wire_density.png
The die is cut into 20 by 20 equal tiles; dark blue is low, red is high, scaled to the fullest tile. Values are wire area over tile area, all layers added.
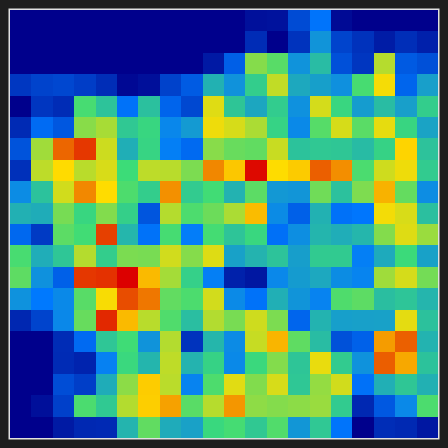
drive_strength.png
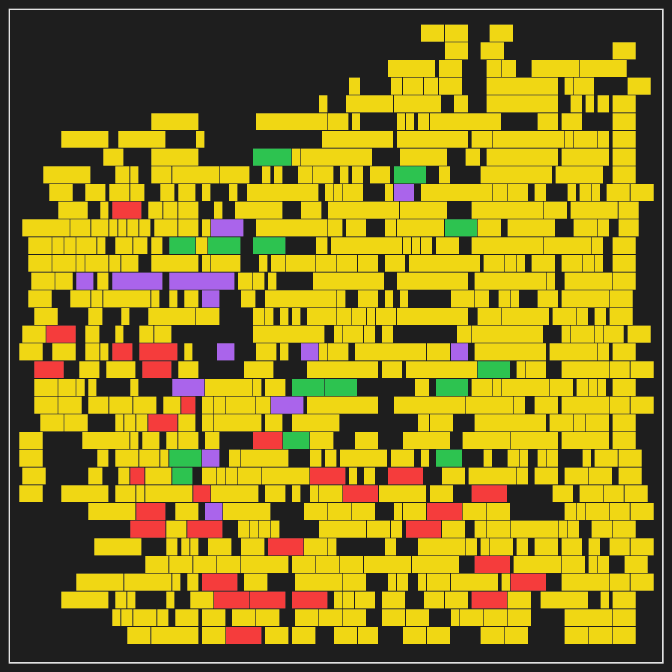
registers.png
Scale bar: 20 um.
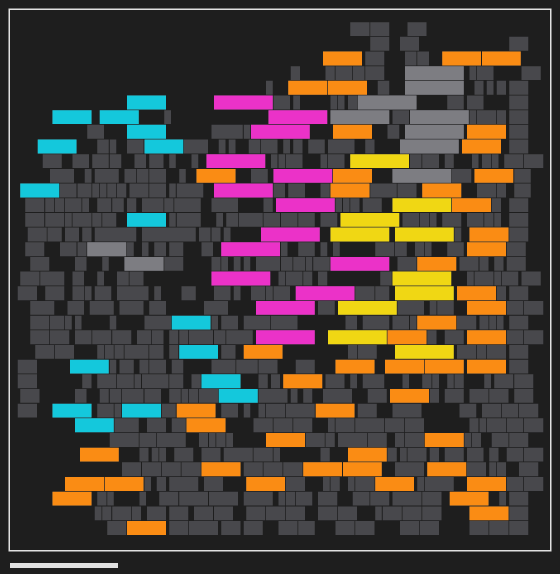
final_placement.png
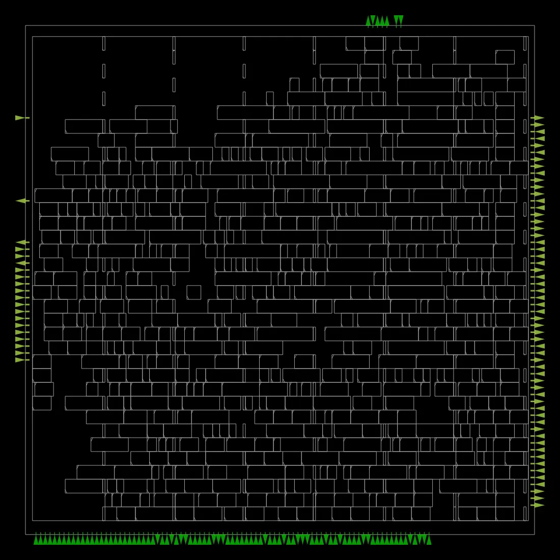
clock_map.png
Scale bar: 20 um.
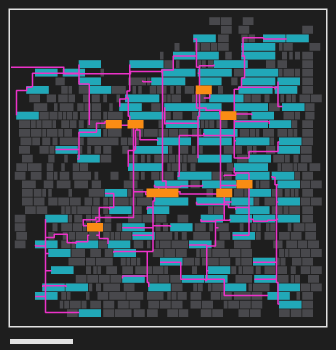
**src/rtl/leaf_pkt_pkg.sv**
```systemverilog
// Shared BFT packet field layout, control opcodes and credit limits for the leaf interface.
package leaf_pkt_pkg;

  localparam int unsigned PAYLOAD_W = 32;
  localparam int unsigned ADDR_W    = 7;
  localparam int unsigned PORT_W    = 4;
  localparam int unsigned LEAF_W    = 5;
  localparam int unsigned PKT_W     = 1 + LEAF_W + PORT_W + ADDR_W + PAYLOAD_W;

  localparam int unsigned ADDR_LSB  = PAYLOAD_W;
  localparam int unsigned PORT_LSB  = ADDR_LSB + ADDR_W;
  localparam int unsigned LEAF_LSB  = PORT_LSB + PORT_W;
  localparam int unsigned VALID_BIT = LEAF_LSB + LEAF_W;

  localparam int unsigned CREDIT_W   = ADDR_W + 1;
  localparam int unsigned MAX_CREDIT = 1 << ADDR_W;

  localparam logic [PORT_W-1:0] CTRL_PORT = '0;

  typedef enum logic [3:0] {
    OP_BIND   = 4'd0,
    OP_CREDIT = 4'd1
  } ctrl_op_e;

  typedef struct packed {
    logic                 valid;
    logic [LEAF_W-1:0]    leaf;
    logic [PORT_W-1:0]    port;
    logic [ADDR_W-1:0]    addr;
    logic [PAYLOAD_W-1:0] payload;
  } pkt_t;

endpackage

```
**src/rtl/leaf_packet_tx_if.sv**
```systemverilog
// User-operator output streams (ap_vld/ap_ack) feeding the leaf transmit path.
interface leaf_packet_tx_if #(
  parameter int unsigned NUM_OUT_PORTS = 2,
  parameter int unsigned PAYLOAD_BITS  = 32
) ();
  logic [NUM_OUT_PORTS*PAYLOAD_BITS-1:0] din_leaf_user2interface;
  logic [NUM_OUT_PORTS-1:0]              vld_user2interface;
  logic [NUM_OUT_PORTS-1:0]              ack_interface2user;

  modport master (
    output din_leaf_user2interface,
    output vld_user2interface,
    input  ack_interface2user
  );

  modport slave (
    input  din_leaf_user2interface,
    input  vld_user2interface,
    output ack_interface2user
  );
endinterface

```
**src/rtl/leaf_tx_arbiter.sv**
```systemverilog
// One-hot grant among eligible output ports; LEAF_TX_RR_EN selects round-robin,
// otherwise fixed priority with the lowest index winning.
module leaf_tx_arbiter #(
  parameter int unsigned NUM_PORTS = 2
) (
  input  logic                 clk,
  input  logic                 reset,
  input  logic [NUM_PORTS-1:0] eligible,
  input  logic                 enable,
  output logic [NUM_PORTS-1:0] grant
);
`ifdef LEAF_TX_RR_EN
  localparam int unsigned PTR_W = (NUM_PORTS > 1) ? $clog2(NUM_PORTS) : 1;

  logic [PTR_W-1:0] ptr;
  logic [PTR_W-1:0] ptr_nxt;
  logic             found;

  // Search starts at the pointer and wraps, so the last winner becomes lowest priority.
  always_comb begin
    int unsigned idx;
    grant   = '0;
    found   = 1'b0;
    ptr_nxt = ptr;
    for (int unsigned k = 0; k < NUM_PORTS; k++) begin
      idx = int'(ptr) + k;
      if (idx >= NUM_PORTS) idx = idx - NUM_PORTS;
      if (!found && enable && eligible[idx]) begin
        grant[idx] = 1'b1;
        found      = 1'b1;
        ptr_nxt    = (idx == NUM_PORTS - 1) ? '0 : PTR_W'(idx + 1);
      end
    end
  end

  always_ff @(posedge clk) begin
    if (!reset) ptr <= '0;
    else if (found) ptr <= ptr_nxt;
  end
`else
  logic unused_clk_rst;
  assign unused_clk_rst = clk ^ reset;

  always_comb begin
    logic found;
    grant = '0;
    found = 1'b0;
    for (int unsigned i = 0; i < NUM_PORTS; i++) begin
      if (!found && enable && eligible[i]) begin
        grant[i] = 1'b1;
        found    = 1'b1;
      end
    end
  end
`endif
endmodule

```
**src/rtl/leaf_packet_tx.sv**
```systemverilog
// Leaf transmit path: packs accepted user words into BFT packets with per-port binding and credit.
// Arbitration policy set by LEAF_TX_RR_EN (round-robin) in leaf_tx_arbiter; default is fixed priority.
module leaf_packet_tx
  import leaf_pkt_pkg::*;
#(
  parameter int unsigned PACKET_BITS           = 49,
  parameter int unsigned PAYLOAD_BITS          = 32,
  parameter int unsigned NUM_LEAF_BITS         = 5,
  parameter int unsigned NUM_PORT_BITS         = 4,
  parameter int unsigned NUM_ADDR_BITS         = 7,
  parameter int unsigned NUM_OUT_PORTS         = 2,
  parameter int unsigned FREESPACE_UPDATE_SIZE = 64
) (
  input  logic                   clk_bft,
  input  logic                   reset,
  input  logic [PACKET_BITS-1:0] din_leaf_bft2interface,
  output logic [PACKET_BITS-1:0] dout_leaf_interface2bft,
  input  logic                   resend,
  leaf_packet_tx_if.slave        user
);
  pkt_t in_pkt;
  assign in_pkt = din_leaf_bft2interface;

  logic       ctrl_vld;
  logic [3:0] ctrl_op;
  logic [3:0] ctrl_idx;
  assign ctrl_vld = in_pkt.valid && (in_pkt.port == CTRL_PORT);
  assign ctrl_op  = in_pkt.payload[31:28];
  assign ctrl_idx = in_pkt.payload[27:24];

  logic unused_in;
  assign unused_in = ^{in_pkt.leaf, in_pkt.addr, in_pkt.payload[23:15], in_pkt.payload[5:0]};

  logic [NUM_OUT_PORTS-1:0] bound;
  logic [LEAF_W-1:0]        dest_leaf  [NUM_OUT_PORTS];
  logic [PORT_W-1:0]        dest_port  [NUM_OUT_PORTS];
  logic [ADDR_W-1:0]        addr       [NUM_OUT_PORTS];
  logic [CREDIT_W-1:0]      credit     [NUM_OUT_PORTS];
  logic [CREDIT_W-1:0]      credit_nxt [NUM_OUT_PORTS];
  logic [NUM_OUT_PORTS-1:0] bind_hit;
  logic [NUM_OUT_PORTS-1:0] credit_hit;

  logic [NUM_OUT_PORTS-1:0] eligible;
  logic [NUM_OUT_PORTS-1:0] grant;
  logic                     can_grant;

  always_comb begin
    for (int unsigned i = 0; i < NUM_OUT_PORTS; i++) begin
      eligible[i]   = user.vld_user2interface[i] & bound[i] & (credit[i] != '0);
      bind_hit[i]   = ctrl_vld && (ctrl_op == OP_BIND)   && (ctrl_idx == 4'(i));
      credit_hit[i] = ctrl_vld && (ctrl_op == OP_CREDIT) && (ctrl_idx == 4'(i));
    end
  end

  // A held packet may only be replaced once the link is not stalling.
  assign can_grant = reset & (~resend | ~dout_leaf_interface2bft[VALID_BIT]);

  leaf_tx_arbiter #(
    .NUM_PORTS(NUM_OUT_PORTS)
  ) u_arb (
    .clk      (clk_bft),
    .reset    (reset),
    .eligible (eligible),
    .enable   (can_grant),
    .grant    (grant)
  );

  assign user.ack_interface2user = grant;

  logic [LEAF_W-1:0]       sel_leaf;
  logic [PORT_W-1:0]       sel_port;
  logic [ADDR_W-1:0]       sel_addr;
  logic [PAYLOAD_BITS-1:0] sel_word;

  always_comb begin
    sel_leaf = '0;
    sel_port = '0;
    sel_addr = '0;
    sel_word = '0;
    for (int unsigned i = 0; i < NUM_OUT_PORTS; i++) begin
      if (grant[i]) begin
        sel_leaf = dest_leaf[i];
        sel_port = dest_port[i];
        sel_addr = addr[i];
        sel_word = user.din_leaf_user2interface[i*PAYLOAD_BITS +: PAYLOAD_BITS];
      end
    end
  end

  // Send and returned credit on the same cycle combine before saturating.
  always_comb begin
    logic [CREDIT_W:0] sum;
    for (int unsigned i = 0; i < NUM_OUT_PORTS; i++) begin
      sum = {1'b0, credit[i]} - {{CREDIT_W{1'b0}}, grant[i]};
      if (credit_hit[i]) sum = sum + (CREDIT_W+1)'(FREESPACE_UPDATE_SIZE);
      if (sum > (CREDIT_W+1)'(MAX_CREDIT)) sum = (CREDIT_W+1)'(MAX_CREDIT);
      credit_nxt[i] = sum[CREDIT_W-1:0];
    end
  end

  always_ff @(posedge clk_bft) begin
    if (!reset) begin
      dout_leaf_interface2bft <= '0;
      bound                   <= '0;
      for (int unsigned i = 0; i < NUM_OUT_PORTS; i++) begin
        dest_leaf[i] <= '0;
        dest_port[i] <= '0;
        addr[i]      <= '0;
        credit[i]    <= CREDIT_W'(MAX_CREDIT);
      end
    end else begin
      if (can_grant) begin
        if (|grant) dout_leaf_interface2bft <= {1'b1, sel_leaf, sel_port, sel_addr, sel_word};
        else        dout_leaf_interface2bft <= '0;
      end
      for (int unsigned i = 0; i < NUM_OUT_PORTS; i++) begin
        credit[i] <= credit_nxt[i];
        if (bind_hit[i]) begin
          bound[i]     <= 1'b1;
          dest_leaf[i] <= in_pkt.payload[14:10];
          dest_port[i] <= in_pkt.payload[9:6];
          addr[i]      <= '0;
        end else if (grant[i]) begin
          addr[i] <= addr[i] + 1'b1;
        end
      end
    end
  end
endmodule

```
**src/flat_wrapper.sv**
```systemverilog
// flat-port wrapper written by rule: the top's interface ports become plain ports
module leaf_packet_tx_flat import leaf_pkt_pkg::*;
#(
  parameter int unsigned PACKET_BITS           = 49,
  parameter int unsigned PAYLOAD_BITS          = 32,
  parameter int unsigned NUM_LEAF_BITS         = 5,
  parameter int unsigned NUM_PORT_BITS         = 4,
  parameter int unsigned NUM_ADDR_BITS         = 7,
  parameter int unsigned NUM_OUT_PORTS         = 2,
  parameter int unsigned FREESPACE_UPDATE_SIZE = 64
)
  (clk_bft, reset, din_leaf_bft2interface, dout_leaf_interface2bft, resend, user_din_leaf_user2interface, user_vld_user2interface, user_ack_interface2user);
  leaf_packet_tx_if #(.NUM_OUT_PORTS(NUM_OUT_PORTS), .PAYLOAD_BITS(PAYLOAD_BITS)) user_i ();
  input  logic clk_bft;
  input  logic reset;
  input  logic [PACKET_BITS-1:0] din_leaf_bft2interface;
  output logic [PACKET_BITS-1:0] dout_leaf_interface2bft;
  input  logic resend;
  input wire logic [$bits(user_i.din_leaf_user2interface)-1:0] user_din_leaf_user2interface;
  input wire logic [$bits(user_i.vld_user2interface)-1:0] user_vld_user2interface;
  output wire logic [$bits(user_i.ack_interface2user)-1:0] user_ack_interface2user;
  assign user_i.din_leaf_user2interface = user_din_leaf_user2interface;
  assign user_i.vld_user2interface = user_vld_user2interface;
  assign user_ack_interface2user = user_i.ack_interface2user;
  leaf_packet_tx #(.PACKET_BITS(PACKET_BITS), .PAYLOAD_BITS(PAYLOAD_BITS), .NUM_LEAF_BITS(NUM_LEAF_BITS), .NUM_PORT_BITS(NUM_PORT_BITS), .NUM_ADDR_BITS(NUM_ADDR_BITS), .NUM_OUT_PORTS(NUM_OUT_PORTS), .FREESPACE_UPDATE_SIZE(FREESPACE_UPDATE_SIZE)) u_core (.clk_bft(clk_bft), .reset(reset), .din_leaf_bft2interface(din_leaf_bft2interface), .dout_leaf_interface2bft(dout_leaf_interface2bft), .resend(resend), .user(user_i));
endmodule
```
**config.mk**
```make
export PLATFORM = sky130hd
export DESIGN_NAME = leaf_packet_tx_flat
export DESIGN_NICKNAME = d
export VERILOG_FILES = /design/src/rtl/leaf_pkt_pkg.sv /design/src/rtl/leaf_packet_tx_if.sv /design/src/rtl/leaf_tx_arbiter.sv /design/src/rtl/leaf_packet_tx.sv /design/src/flat_wrapper.sv
export SDC_FILE = /design/constraint.sdc
export NUM_CORES = 1
export LEC_CHECK = 0
export CAP_MARGIN = 20
export CORE_UTILIZATION = 48
export DETAILED_ROUTE_END_ITERATION = 8
export PLACE_DENSITY = 0.88
export SETUP_SLACK_MARGIN = 0.5
export SLEW_MARGIN = 30
export SYNTH_ARGS = -nofsm -noshare
export SYNTH_HDL_FRONTEND = slang
export SYNTH_SLANG_ARGS = --single-unit
export TNS_END_PERCENT = 50
```
**constraint.sdc**
```tcl
create_clock -name clk_bft -period 6.9 [get_ports clk_bft]
set_input_delay 1.38 -clock clk_bft [delete_from_list [all_inputs] [get_ports clk_bft]]
set_output_delay 1.38 -clock clk_bft [all_outputs]
set_load 0.02 [all_outputs]
```
==> ds_physical_params.txt <==
Table: implementation figures

Parameter                              Value

Run status
  Run status    completed

CTS
  Sink count of the clock tree    about 99
  Number of buffers on the longest clock path    2
  Clock slew seen by the registers of the worst setup and hold paths    approximately 0.10 ns
  Number of H-tree levels    3
  Count of cells resized by post-cts repair    0
  Clock tree from TritonCTS    built
  Buffers inserted by post-CTS timing repair    0
  Count of hold buffers inserted by post-cts repair    0

Synth
  Count of instantiated cells in the yosys netlist    between 400 and 500
  Count of cell types in the netlist    just under 60
  Post-synthesis area per instance    slightly above 10 um^2
  Adders+Majority by Area    2.17%
  Most area-consuming cells after synthesis    dfxtp_1 29%, edfxtp_1 21%, a221oi_1 5.9%
  Warning count from the yosys run    0
  Post-Syn Area    0.00462 mm^2
  Top-area cell share    29.0%
  AO/OA Area Share    between 20% and 30%
  Gate count of the mapped netlist    approximately 450
  Post-synth tally of flip-flops with integrated enable    32
  Top cells by count, synth    69 x nor2_1, 67 x dfxtp_1, 50 x o21ai_0
  Xor/xnor cell area share of the yosys netlist    roughly 4.0%
  Library cell occupying the most area in the post-synthesis netlist    dfxtp_1

Critical path
  Delay of the slowest cell on the worst path    about 0.43 ns
  Slowest cell on the critical path    clkdlybuf4s50_1
  Type of element launching the critical path    input pin
  Series of cell instances along the critical path    clkdlybuf4s50_1 > nand2_1 > a41oi_4 > buf_4 > nor2b_4 > ha_1 > ha_1 > nor3b_2 > a21boi_0 > or2_2 > ha_1 > inv_1 > a21o_1 > mux2i_1 > a311o_1 > nor3_1
  Data required time of the critical path    ~7.2 ns

Placement
  Placed Cells    693
  Number of buffers inserted by port buffering    about 140

Final timing
  Number of endpoints failing setup at the final stage    0
  Time the final worst path needs with I/O delays and setup    ~5 ns
  Max Transition Viols Final    0
  RSZ-0062 raised after global routing    no

Final layout
  Number of clock buffers in the layout    9
  Antenna diode count    0
  Signal inverters    11
  Filler cell count in the final layout    ~700
  Flop area    approximately 0.0023 mm^2
  Number of nets at the end of the flow    701
  Proportion of layout cells with a drive suffix above 1    slightly below 10%
  Top cell category    registers

Global route
  First-pass GRT wire length    slightly below 20000 um

Drt
  Vias per cell    5.82

Floorplan
  Vertical die size    100 um
  Die area    ~0.010 mm^2

Run
  Number of maximum-capacitance violations    0

Power and ir drop
  Sequential share of power    ~58%
Notes on wire_density.png above:
- nearly empty tiles: 12%
- fullest tile: 0.49
- tiles over half the peak: 36%
- emptiest ninth of the die: top left
via count: 4129
sum of routed wire length over all layers: 11800 um
global-route total usage across every layer: 24.2%
WL per Instance: 16.7 um

Notes on drive_strength.png above:
- yellow: drive 1 or less (cells 524)
- purple: drive 3 to 4 (cells 13)
- green: drive 6 and up (cells 14)
- red: drive 2 (cells 29)

Notes on registers.png above:
- cyan: `u_core.credit` (placed flops 16)
- orange: `u_core.dout_leaf_interface2bft` (placed flops 49)
- magenta: `u_core.addr` (placed flops 14)
- yellow: `u_core.dest_leaf` (placed flops 10; where right middle)

Notes on final_placement.png above:
tap cell instance count: 129
sequential cell count: 99
proportion of cell area occupied by registers: 36.6%
number of standard cells in the layout, taps in and fillers out: 709
placeable core area: 0.00928 mm^2

Notes on clock_map.png above:
- orange: cells driving clock nets (count 9)
- magenta: clock wires (length 1030 um)
- cyan: flip-flops (count 99)
- routed clock nets: 10
- flops lie: widely spread
total clock network power: 364 uW
Clock power frac: 34.5%

-- path summary, 6_finish.rpt --
| path | slack (ns) | start | to | cells after the start |
|---|---|---|---|---|
| max | 1.95 | user_vld_user2interface[0] | u_core.credit[0][12] | 16 |
| min | 0.48 | u_core.bound[1] | u_core.bound[1] | 2 |
| max reg2reg | 2.57 | u_core.credit[0][4] | u_core.credit[0][12] | 15 |
| min reg2reg | 0.48 | u_core.bound[1] | u_core.bound[1] | 2 |
-- power by group through the flow --
stage | registers, uW | logic [uW] | clock network (uW)
finish | 612 | 80.0 | 364
global route | 614 | 86.0 | 395
CTS | 612 | 80.3 | 372
detailed placement | 626 | 79.5 | 0
global placement | 625 | 77.4 | 0
floorplan | 624 | 18.8 | 0
-- state kept, by name, indices dropped and copies added (netlist names) --
name and count:
u_core.addr 14, u_core.dout_leaf_interface2bft 49, u_core.bound 2, u_core.dest_port 8, u_core.dest_leaf 10, u_core.credit 16
-- metrics by stage --
stage               utilization (%)  instance area, um^2  setup slack [ns]
finish                         67.7                 6290              1.95
global route                   67.7                 6290              1.63
CTS                            67.7                 6290              1.97
detailed placement             65.6                 6090              1.64
global placement               65.6                 6090              1.78
floorplan                         -                 4620              2.35
-- worst max-delay path: cells and delay by family --
| kind | cells | cell delay [ns] |
|---|---|---|
| simple gates | 5 | 1.51 |
| fa+ha+maj | 3 | 0.65 |
| mux | 1 | 0.07 |
| compound gates | 4 | 0.74 |
| buf+inv | 3 | 0.88 |
-- layer usage --
metal	global-route usage, %	vias to the layer above	share of wire, %
met1	28.6	1990	40
met2	44.1	175	51
met3	5.22	18	7.7
li1	-	1946	-
met5	0	-	0
met4	7.25	0	1.8
Power is estimated from default activity; no workload was simulated.
